==> config.mk <==
export PLATFORM = sky130hd
export DESIGN_NAME = dht11_ascii_framer
export DESIGN_NICKNAME = d
export VERILOG_FILES = /design/src/rtl/dht11_fmt_pkg.sv /design/src/rtl/dht11_ascii_framer_bcd.sv /design/src/rtl/dht11_ascii_framer.sv
export SDC_FILE = /design/constraint.sdc
export NUM_CORES = 1
export LEC_CHECK = 0
export CELL_PAD_IN_SITES_DETAIL_PLACEMENT = 1
export CELL_PAD_IN_SITES_GLOBAL_PLACEMENT = 1
export CORE_UTILIZATION = 47
export CTS_CLUSTER_DIAMETER = 100
export DETAILED_ROUTE_END_ITERATION = 10
export PLACE_DENSITY_LB_ADDON = 0.1
export SYNTH_ARGS = -nofsm -noshare
export SYNTH_HDL_FRONTEND = slang
export SYNTH_HIERARCHICAL = 1
export SYNTH_SLANG_ARGS = --single-unit
==> constraint.sdc <==
create_clock -name clk -period 5.75 [get_ports clk]
set_input_delay 1.15 -clock clk [delete_from_list [all_inputs] [get_ports clk]]
set_output_delay 1.15 -clock clk [all_outputs]
set_load 0.01 [all_outputs]
==> src/rtl/dht11_fmt_pkg.sv <==
// Shared definitions for the DHT11 text-line framer: state encoding, ASCII
// constants, line lengths and the conversion helpers.
package dht11_fmt_pkg;

    typedef enum logic [1:0] {
        ST_IDLE,
        ST_CONVERT,
        ST_EMIT
    } state_t;

    localparam logic [7:0] ASCII_H    = 8'h48;
    localparam logic [7:0] ASCII_T    = 8'h54;
    localparam logic [7:0] ASCII_EQ   = 8'h3D;
    localparam logic [7:0] ASCII_DOT  = 8'h2E;
    localparam logic [7:0] ASCII_SP   = 8'h20;
    localparam logic [7:0] ASCII_CR   = 8'h0D;
    localparam logic [7:0] ASCII_LF   = 8'h0A;
    localparam logic [7:0] ASCII_QM   = 8'h3F;
    localparam logic [7:0] ASCII_ZERO = 8'h30;

    localparam int LINE_LEN_DEC = 17;
    localparam int LINE_LEN_INT = 13;

    function automatic logic [7:0] digit_char(input logic [3:0] d);
        return ASCII_ZERO + {4'h0, d};
    endfunction

    // The sensor's decimal byte is a single digit in practice; anything else is flagged.
    function automatic logic [7:0] frac_char(input logic [7:0] b);
        return (b <= 8'd9) ? (ASCII_ZERO + b) : ASCII_QM;
    endfunction

    // One double-dabble iteration on {hundreds, tens, units, binary}.
    function automatic logic [19:0] dabble_step(input logic [19:0] s);
        logic [19:0] r;
        r = s;
        for (int i = 0; i < 3; i++) begin
            if (r[8 + 4*i +: 4] >= 4'd5)
                r[8 + 4*i +: 4] = r[8 + 4*i +: 4] + 4'd3;
        end
        return {r[18:0], 1'b0};
    endfunction

endpackage

==> src/rtl/dht11_ascii_framer_bcd.sv <==
// Iterative 8-bit binary to 3-digit BCD converter; result valid when done pulses,
// eight cycles after start, and held until the next start.
module bin8_to_bcd3
    import dht11_fmt_pkg::*;
(
    input  logic        clk,
    input  logic        reset,
    input  logic        start,
    input  logic [7:0]  bin,
    output logic [11:0] bcd,
    output logic        done
);

    logic [19:0] shift_reg;
    logic [2:0]  iter_reg;
    logic        running_reg;
    logic        done_reg;

    // The first shift needs no add-3 correction, so it is folded into the load.
    always_ff @(posedge clk) begin
        if (reset) begin
            shift_reg   <= '0;
            iter_reg    <= '0;
            running_reg <= 1'b0;
            done_reg    <= 1'b0;
        end else begin
            done_reg <= 1'b0;
            if (start) begin
                shift_reg   <= {11'd0, bin, 1'b0};
                iter_reg    <= 3'd1;
                running_reg <= 1'b1;
            end else if (running_reg) begin
                shift_reg <= dabble_step(shift_reg);
                iter_reg  <= iter_reg + 3'd1;
                if (iter_reg == 3'd7) begin
                    running_reg <= 1'b0;
                    done_reg    <= 1'b1;
                end
            end
        end
    end

    assign bcd  = shift_reg[19:8];
    assign done = done_reg;

endmodule

==> src/rtl/dht11_ascii_framer.sv <==
// Turns each completed DHT11 reading into an ASCII line "H=hhh.d T=ttt.d\r\n"
// streamed over a valid/ready byte interface.
module dht11_ascii_framer
    import dht11_fmt_pkg::*;
#(
    parameter bit EMIT_DECIMAL = 1'b1
) (
    input  logic        clk,
    input  logic        reset,
    input  logic        dht_done,
    input  logic [31:0] dht_raw,
    output logic [7:0]  tx_data,
    output logic        tx_valid,
    input  logic        tx_ready,
    output logic        busy,
    output logic        frame_done,
    output logic        overrun
);

    localparam int         LINE_LEN = EMIT_DECIMAL ? LINE_LEN_DEC : LINE_LEN_INT;
    localparam logic [4:0] LAST_IDX = 5'(LINE_LEN - 1);

    state_t      state_reg;
    logic        done_q;
    logic [7:0]  rh_frac_reg;
    logic [7:0]  t_frac_reg;
    logic [4:0]  idx_reg;
    logic [7:0]  tx_data_reg;
    logic        tx_valid_reg;
    logic        busy_reg;
    logic        frame_done_reg;
    logic        overrun_reg;

    logic        edge_seen;
    logic        conv_start;
    logic [11:0] rh_bcd;
    logic [11:0] t_bcd;
    logic        rh_done;
    logic        t_done;
    logic [4:0]  mux_idx;
    logic [7:0]  mux_byte;

    assign edge_seen  = dht_done & ~done_q;
    assign conv_start = edge_seen && (state_reg == ST_IDLE);

    bin8_to_bcd3 u_rh_bcd (
        .clk   (clk),
        .reset (reset),
        .start (conv_start),
        .bin   (dht_raw[31:24]),
        .bcd   (rh_bcd),
        .done  (rh_done)
    );

    bin8_to_bcd3 u_t_bcd (
        .clk   (clk),
        .reset (reset),
        .start (conv_start),
        .bin   (dht_raw[15:8]),
        .bcd   (t_bcd),
        .done  (t_done)
    );

    // Looks one byte ahead so tx_data can be registered without a bubble.
    always_comb begin
        mux_idx  = (state_reg == ST_EMIT) ? (idx_reg + 5'd1) : 5'd0;
        mux_byte = 8'h00;
        if (EMIT_DECIMAL) begin
            case (mux_idx)
                5'd0:    mux_byte = ASCII_H;
                5'd1:    mux_byte = ASCII_EQ;
                5'd2:    mux_byte = digit_char(rh_bcd[11:8]);
                5'd3:    mux_byte = digit_char(rh_bcd[7:4]);
                5'd4:    mux_byte = digit_char(rh_bcd[3:0]);
                5'd5:    mux_byte = ASCII_DOT;
                5'd6:    mux_byte = frac_char(rh_frac_reg);
                5'd7:    mux_byte = ASCII_SP;
                5'd8:    mux_byte = ASCII_T;
                5'd9:    mux_byte = ASCII_EQ;
                5'd10:   mux_byte = digit_char(t_bcd[11:8]);
                5'd11:   mux_byte = digit_char(t_bcd[7:4]);
                5'd12:   mux_byte = digit_char(t_bcd[3:0]);
                5'd13:   mux_byte = ASCII_DOT;
                5'd14:   mux_byte = frac_char(t_frac_reg);
                5'd15:   mux_byte = ASCII_CR;
                5'd16:   mux_byte = ASCII_LF;
                default: mux_byte = 8'h00;
            endcase
        end else begin
            case (mux_idx)
                5'd0:    mux_byte = ASCII_H;
                5'd1:    mux_byte = ASCII_EQ;
                5'd2:    mux_byte = digit_char(rh_bcd[11:8]);
                5'd3:    mux_byte = digit_char(rh_bcd[7:4]);
                5'd4:    mux_byte = digit_char(rh_bcd[3:0]);
                5'd5:    mux_byte = ASCII_SP;
                5'd6:    mux_byte = ASCII_T;
                5'd7:    mux_byte = ASCII_EQ;
                5'd8:    mux_byte = digit_char(t_bcd[11:8]);
                5'd9:    mux_byte = digit_char(t_bcd[7:4]);
                5'd10:   mux_byte = digit_char(t_bcd[3:0]);
                5'd11:   mux_byte = ASCII_CR;
                5'd12:   mux_byte = ASCII_LF;
                default: mux_byte = 8'h00;
            endcase
        end
    end

    always_ff @(posedge clk) begin
        if (reset) begin
            state_reg      <= ST_IDLE;
            done_q         <= 1'b1;
            rh_frac_reg    <= '0;
            t_frac_reg     <= '0;
            idx_reg        <= '0;
            tx_data_reg    <= '0;
            tx_valid_reg   <= 1'b0;
            busy_reg       <= 1'b0;
            frame_done_reg <= 1'b0;
            overrun_reg    <= 1'b0;
        end else begin
            done_q         <= dht_done;
            frame_done_reg <= 1'b0;
            overrun_reg    <= edge_seen && (state_reg != ST_IDLE);
            case (state_reg)
                ST_IDLE: begin
                    if (edge_seen) begin
                        rh_frac_reg <= dht_raw[23:16];
                        t_frac_reg  <= dht_raw[7:0];
                        busy_reg    <= 1'b1;
                        state_reg   <= ST_CONVERT;
                    end
                end
                ST_CONVERT: begin
                    if (rh_done && t_done) begin
                        idx_reg      <= '0;
                        tx_data_reg  <= mux_byte;
                        tx_valid_reg <= 1'b1;
                        state_reg    <= ST_EMIT;
                    end
                end
                ST_EMIT: begin
                    if (tx_ready) begin
                        if (idx_reg == LAST_IDX) begin
                            idx_reg        <= '0;
                            tx_data_reg    <= '0;
                            tx_valid_reg   <= 1'b0;
                            busy_reg       <= 1'b0;
                            frame_done_reg <= 1'b1;
                            state_reg      <= ST_IDLE;
                        end else begin
                            idx_reg     <= idx_reg + 5'd1;
                            tx_data_reg <= mux_byte;
                        end
                    end
                end
                default: state_reg <= ST_IDLE;
            endcase
        end
    end

    assign tx_data    = tx_data_reg;
    assign tx_valid   = tx_valid_reg;
    assign busy       = busy_reg;
    assign frame_done = frame_done_reg;
    assign overrun    = overrun_reg;

endmodule

==> flow_summary.rst, run 1 <==
Implementation results
======================

.. list-table::
   :header-rows: 1

   * - Metric
     - Value
   * - Run status
     - complete, no violations
   * - Area growth from synthesis to final layout
     - 10.9%
   * - Final tally of setup violations
     - 0
   * - Vias in the first global route
     - 4426
   * - DRC marker count from the first detailed-route iteration
     - 126
   * - Clock buffer count from CTS
     - 9
   * - DRC errors left
     - 0
   * - CTS HTree Levels
     - 3
   * - First-pass GRT wire length
     - 21500 µm
   * - Most frequent cells after synthesis
     - dfxtp_1 (84), nand2_1 (63), nor2_1 (51), a21oi_1 (48), mux2i_1 (32)
   * - Leading cell type by number of instances after synthesis
     - dfxtp_1
   * - Hold Crit Depth
     - 2
   * - Antenna Cells
     - 0
   * - Count of state elements after synthesis
     - 84
   * - CTS clk-pin slew, worst paths
     - 90 ps
   * - Startpoint class of the critical path
     - input port
   * - Length in cells of the worst reg-to-reg path
     - 6
   * - Port Buffers
     - 47
   * - Post-synthesis instance area
     - approximately 5000 µm²
   * - Cell mode on critical path
     - nand2b_1
   * - Ys Warns
     - 6
   * - Average footprint of a synthesized cell
     - 8.21 µm²
   * - Number of flops mapped to enable cells by yosys
     - 0
   * - Number of nets in the layout
     - approximately 670
   * - Largest net degree at the start of global routing
     - 61
   * - Fraction of synthesis flops using an asynchronous set or reset pin
     - 0
   * - Category of the critical setup timing path
     - in -> reg
   * - Horizontal die size
     - ~110 µm
   * - Accumulated negative setup slack
     - 0 ps
   * - Cell breakdown of the critical path
     - clkdlybuf4s50_1 -> nand2b_1 -> nand2b_1 -> clkinv_1 -> nor2_1 -> o21ai_0 -> a31oi_1
   * - Number of gates on the worst path with buffers counted
     - 7
   * - ANT nets after route
     - 0
   * - Net count after synthesis
     - between 600 and 700
   * - Power Dens Cells
     - 219 nW/µm²
   * - Unrepaired setup endpoints after global routing
     - no
   * - Peak VDD IR
     - about 0.21 mV
   * - Number of post-CTS setup repair buffers
     - 0
   * - Root Buffer
     - clkbuf_8
   * - Routed len/inst
     - 16.9 µm
   * - Number of hold buffers added after cts
     - 0
   * - Leakage power figure
     - 1.94 nW
   * - Vias
     - ~4400
   * - Worst-margin pin slew
     - 753 ps
   * - Number of cell rows
     - 37
   * - Fp util
     - 0.485
   * - Final total power
     - 0.00122 W
   * - Cell variety after synth
     - 60
   * - Number of antenna violations at the first check in global routing
     - 0
   * - Dominant synthesized flop cell
     - dfxtp_1
   * - Min cycle time layout
     - 3880 ps
[run 1: cell usage in the layout, fill, tap and decap left out, drive strengths merged, types with 5 or more instances in the layout]
cell type,count
o21a,5
nor3,17
dfxtp,84
clkinv,5
inv,29
o211ai,8
a21oi,48
clkbuf,10
xnor2,5
buf,7
or3,9
or3b,5
ha,20
nand3,18
o21ai,25
nor3b,5
mux2,14
o32ai,6
mux2i,32
nor2b,8
nor2,51
nand3b,6
a31oi,10
nand2,63
or4,5
a311oi,7
clkdlybuf4s50,46
a2111o,8
nand2b,15
[run 1: power by group]
part	switching, W	total (W)	internal [W]
Clock	0.000231	0.000488	0.000257
Sequential	0.0000185	0.000615	0.000597
Combinational	0.0000597	0.000116	0.0000563
Total	0.000309	0.00122	0.000910
[run 1: worst reg2reg max path: cells and delay by family (launching register included)]
kind / cells / cell delay [ps]
AND/OR/NAND/NOR: 3 / 1400
buffers and inverters: 1 / 760
flip-flops: 1 / 530
AND-OR/OR-AND: 2 / 390
[run 1: per-layer routing]
layer | wire length (µm) | vias up | track usage
met4 | 291 | 0 | 0.0986
met3 | 400 | 21 | 0.0544
met5 | 0 | - | 0
met1 | 5760 | 2143 | 0.290
li1 | - | 2152 | -
met2 | 6280 | 68 | 0.419
[run 1: per-stage QoR]
step / cell area, µm² / worst slack (ps) / utilization / instances / hold WS (ps)
finish: 5560 / 1870 / 0.538 / 755 / 461
global route: 5560 / 1700 / 0.538 / 755 / 492
CTS: 5560 / 1850 / 0.538 / 755 / 462
detailed placement: 5330 / 1460 / 0.516 / 739 / 450
global placement: 5330 / 1710 / 0.516 / 739 / 440
floorplan: 5010 / 2760 / - / 610 / 436
[run 1: cell type report]
cell class	instances	area share
clock buffers	10	0.0248
multi-input cells	436	0.514
repair buffers	53	0.0919
clock inverters	6	0.0158
inverters	30	0.0203
well taps	136	0.0306
flip-flops and latches	84	0.303
[run 1: kinds of logic after synthesis]
kind of cell	share of synthesized area
simple gates	0.228
compound gates	0.182
buf+inv	0.0952
flops	0.336
mux	0.0954
fa+ha+maj	0.0500
xor+xnor	0.0140
[run 1: path summary, 6_finish.rpt]
check | startpoint | endpoint | slack [ps]
setup reg to reg | state_reg[0] | u_t_bcd/shift_reg[12] | 2590
hold / removal | rh_frac_reg[0] | rh_frac_reg[0] | 460
setup / recovery | dht_done | u_t_bcd/shift_reg[12] | 1870
hold reg to reg | rh_frac_reg[0] | rh_frac_reg[0] | 460
run_1/gates.png
Scale: 4 px per µm.
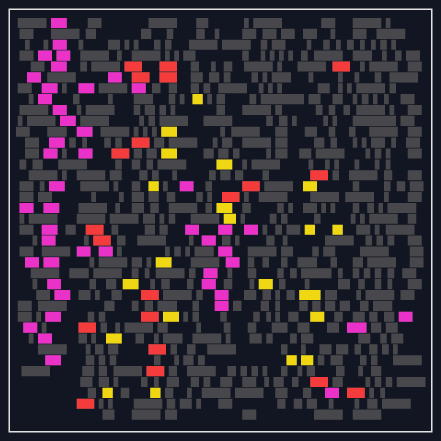
non-inverting ao/oa cells: shown in yellow, cells 21, most used a2111o_1. fa/ha/maj cells: shown in red, cells 20, most used ha_1. mux cells: shown in magenta, cells 46, most used mux2i_1.

run_1/layers.png
Scale: 4 px per µm.
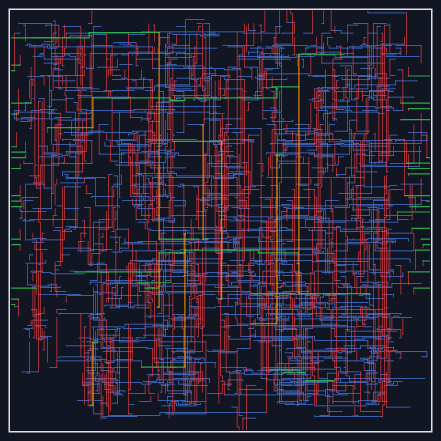
M1: shown in blue, wire length 5760 µm. M4: shown in orange, wire length 292 µm. M2: shown in red, wire length 6290 µm. M3: shown in green, wire length 401 µm.
overall routing resource usage: 0.242
overall routed net length: 12700 µm

run_1/port_trees.png
Scale: 4 px per µm.
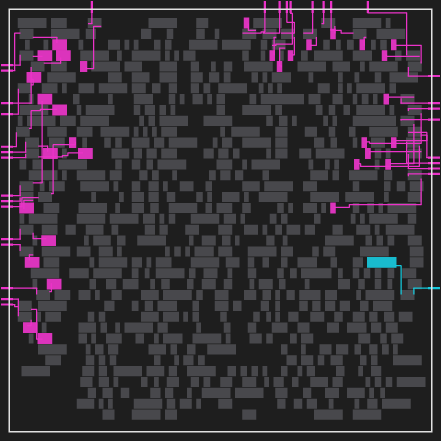
frame_done: shown in cyan, direction output, end cells 1, buffers 1, wire 13.9 µm. dht_raw: shown in magenta, direction input, end cells 32, buffers 32, wire 545 µm.

run_1/ff_map.png
Scale: 3 px per µm.
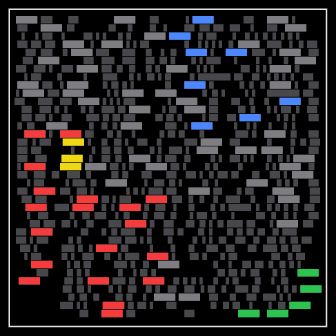

==> run 1 -> run 2 <==
--- a/config.mk
+++ b/config.mk
@@ -7,7 +7,7 @@
 export LEC_CHECK = 0
 export CELL_PAD_IN_SITES_DETAIL_PLACEMENT = 1
 export CELL_PAD_IN_SITES_GLOBAL_PLACEMENT = 1
-export CORE_UTILIZATION = 47
+export CORE_UTILIZATION = 39
 export CTS_CLUSTER_DIAMETER = 100
 export DETAILED_ROUTE_END_ITERATION = 10
 export PLACE_DENSITY_LB_ADDON = 0.1
==> constraint.sdc (replaced) <==
create_clock -name clk -period 3.45 [get_ports clk]
set_input_delay 0.69 -clock clk [delete_from_list [all_inputs] [get_ports clk]]
set_output_delay 0.69 -clock clk [all_outputs]
set_load 0.01 [all_outputs]
run_2/ff_map.png
Scale: 2 px per µm.
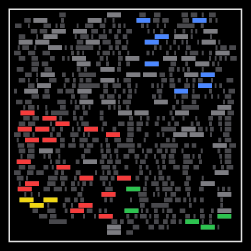
u_t_bcd/iter_reg: shown in yellow, flops 3. rh_frac_reg: shown in blue, flops 8. idx_reg: shown in green, flops 5, where south-east. u_t_bcd/shift_reg: shown in red, flops 19.
Another 49 sequential cells are not coloured.
sequential share of cell area: 0.294
area used by sequential logic in the layout: 1680 µm²

==> run 2 against run 1 <==
  * Sequential power up 67%
  * Register-to-register slack worse by 2100 ps
  * Core utilization down 8.3 points
  * Critical path depth unchanged
  * First-iteration DRC count up 120%
  * Hold slack better by 0.74 ps
  * Non-clock buffer count up 5
  * Routed wire length up 5.1%
  * Final cell count up 5.4%
  * Critical path type is now reg -> reg
  * Global-route usage down 3.0 points
  * Largest cell class unchanged
  * Highest routed layer unchanged
  * Combinational power up 69%
==> flow_summary.rst, run 2 <==
Implementation results
======================

.. list-table::
   :header-rows: 1

   * - Metric
     - Value
   * - Power Dens Cells
     - ~390 nW/µm²
   * - Largest net degree at the start of global routing
     - 34
   * - Hold path startpoint
     - rh_frac_reg[0]
   * - Fraction of synthesis flops using an asynchronous set or reset pin
     - 0
   * - Startpoint class of the critical path
     - flip-flop
   * - Overall routing resource usage
     - 0.212
   * - Clock buffer count from CTS
     - 9
   * - Average footprint of a synthesized cell
     - 8.21 µm²
   * - Top cells excl fill/tap
     - dfxtp_1 (84), nand2_1 (63), nor2_1 (51)
   * - Endpoint of the lowest-slack register-to-register path
     - tx_data[3]
   * - Worst-margin pin slew
     - 843 ps
   * - Net count after synthesis
     - 666
   * - DRC errors left
     - 0
   * - Routed len/inst
     - between 15 and 20 µm
   * - Leakage power figure
     - 2.00 nW
   * - Run status
     - complete, no violations
   * - Antenna Cells
     - 0
   * - Reg2reg setup slack
     - 540 ps
   * - Number of hold buffers added after cts
     - 0
   * - Worst R2R Start
     - idx_reg[2]
   * - Worst path setup slack after routing
     - 538 ps
   * - Most frequent cells after synthesis
     - dfxtp_1 (84), nand2_1 (63), nor2_1 (51), a21oi_1 (48), mux2i_1 (32)
   * - Horizontal die size
     - 115 µm
   * - Unrepaired setup endpoints after global routing
     - no
   * - Dominant synthesized flop cell
     - dfxtp_1
   * - Hold Crit Depth
     - 2
   * - Final tally of setup violations
     - 0
   * - Number of flops mapped to enable cells by yosys
     - 0
   * - Count of state elements after synthesis
     - 84
   * - First element of the critical path
     - idx_reg[2]
-- run 2: netlist changes by cell type in the layout (fill, tap and decap cells not counted), sizes merged --
cell    delta
clkbuf     +3
clkinv     -3
buf        +5
bufinv     -1
inv        +1
-- run 2: worst max path at each step --
stage                             endpoint  slack [ps]  depth (start not counted)
global placement                tx_data[2]         610                          7
floorplan           u_rh_bcd/shift_reg[13]         920                          9
finish                          tx_data[3]         540                          7
CTS                             tx_data[3]         590                          7
detailed placement              tx_data[3]         600                          7
global route                    tx_data[3]         340                          7
-- run 2: cells by family after synthesis --
group	share of synthesized area
AND/OR/NAND/NOR	0.228
AND-OR/OR-AND	0.182
buffers and inverters	0.0952
flip-flops	0.336
multiplexers	0.0954
adder cells (fa/ha/maj)	0.0500
XOR/XNOR	0.0140
-- run 2: cell type report --
| class | instances | area (µm²) | share of cell area |
|---|---|---|---|
| Tap cell | 172 | 215 | 0.0376 |
| Timing Repair Buffer | 58 | 548 | 0.0959 |
| Inverter | 30 | 113 | 0.0197 |
| Clock inverter | 3 | 43.8 | 0.00766 |
| Sequential cell | 84 | 1680 | 0.294 |
| Multi-Input combinational cell | 436 | 2860 | 0.499 |
| Clock buffer | 13 | 260 | 0.0455 |
-- run 2: worst max-delay path, cell delays in order (launching register included) --
cell and delay (ps):
dfxtp_1 620, and3_1 400, mux2i_2 770, buf_4 300
mux2i_1 280, nor2_1 80, nor3_1 180, a311oi_1 120
-- run 2: layer usage --
layer  track usage  vias to the layer above  share of wire
li1              -                     2164              -
met1         0.261                     2087           0.47
met2         0.360                       69           0.48
met3        0.0327                       16          0.027
met4         0.106                        0          0.024
met5             0                        -              0
-- run 2: power breakdown --
part	switching (W)	leakage, nW	internal, W	total [W]
logic	0.0000997	1.17	0.0000959	0.000196
clock network	0.000418	0.150	0.000603	0.00102
registers	0.0000325	0.681	0.000996	0.00103
-- run 2: per-stage QoR --
step | total power, W | cells | hold WS (ps) | util
2_1_floorplan | 0.00117 | 610 | 436 | -
3_3_place_gp | 0.00124 | 780 | 447 | 0.431
3_5_place_dp | 0.00125 | 780 | 457 | 0.431
4_1_cts | 0.00227 | 796 | 469 | 0.455
5_1_grt | 0.00233 | 796 | 489 | 0.455
6_report | 0.00224 | 796 | 462 | 0.455
No activity file was given, so power comes from the tool's default toggle rates.
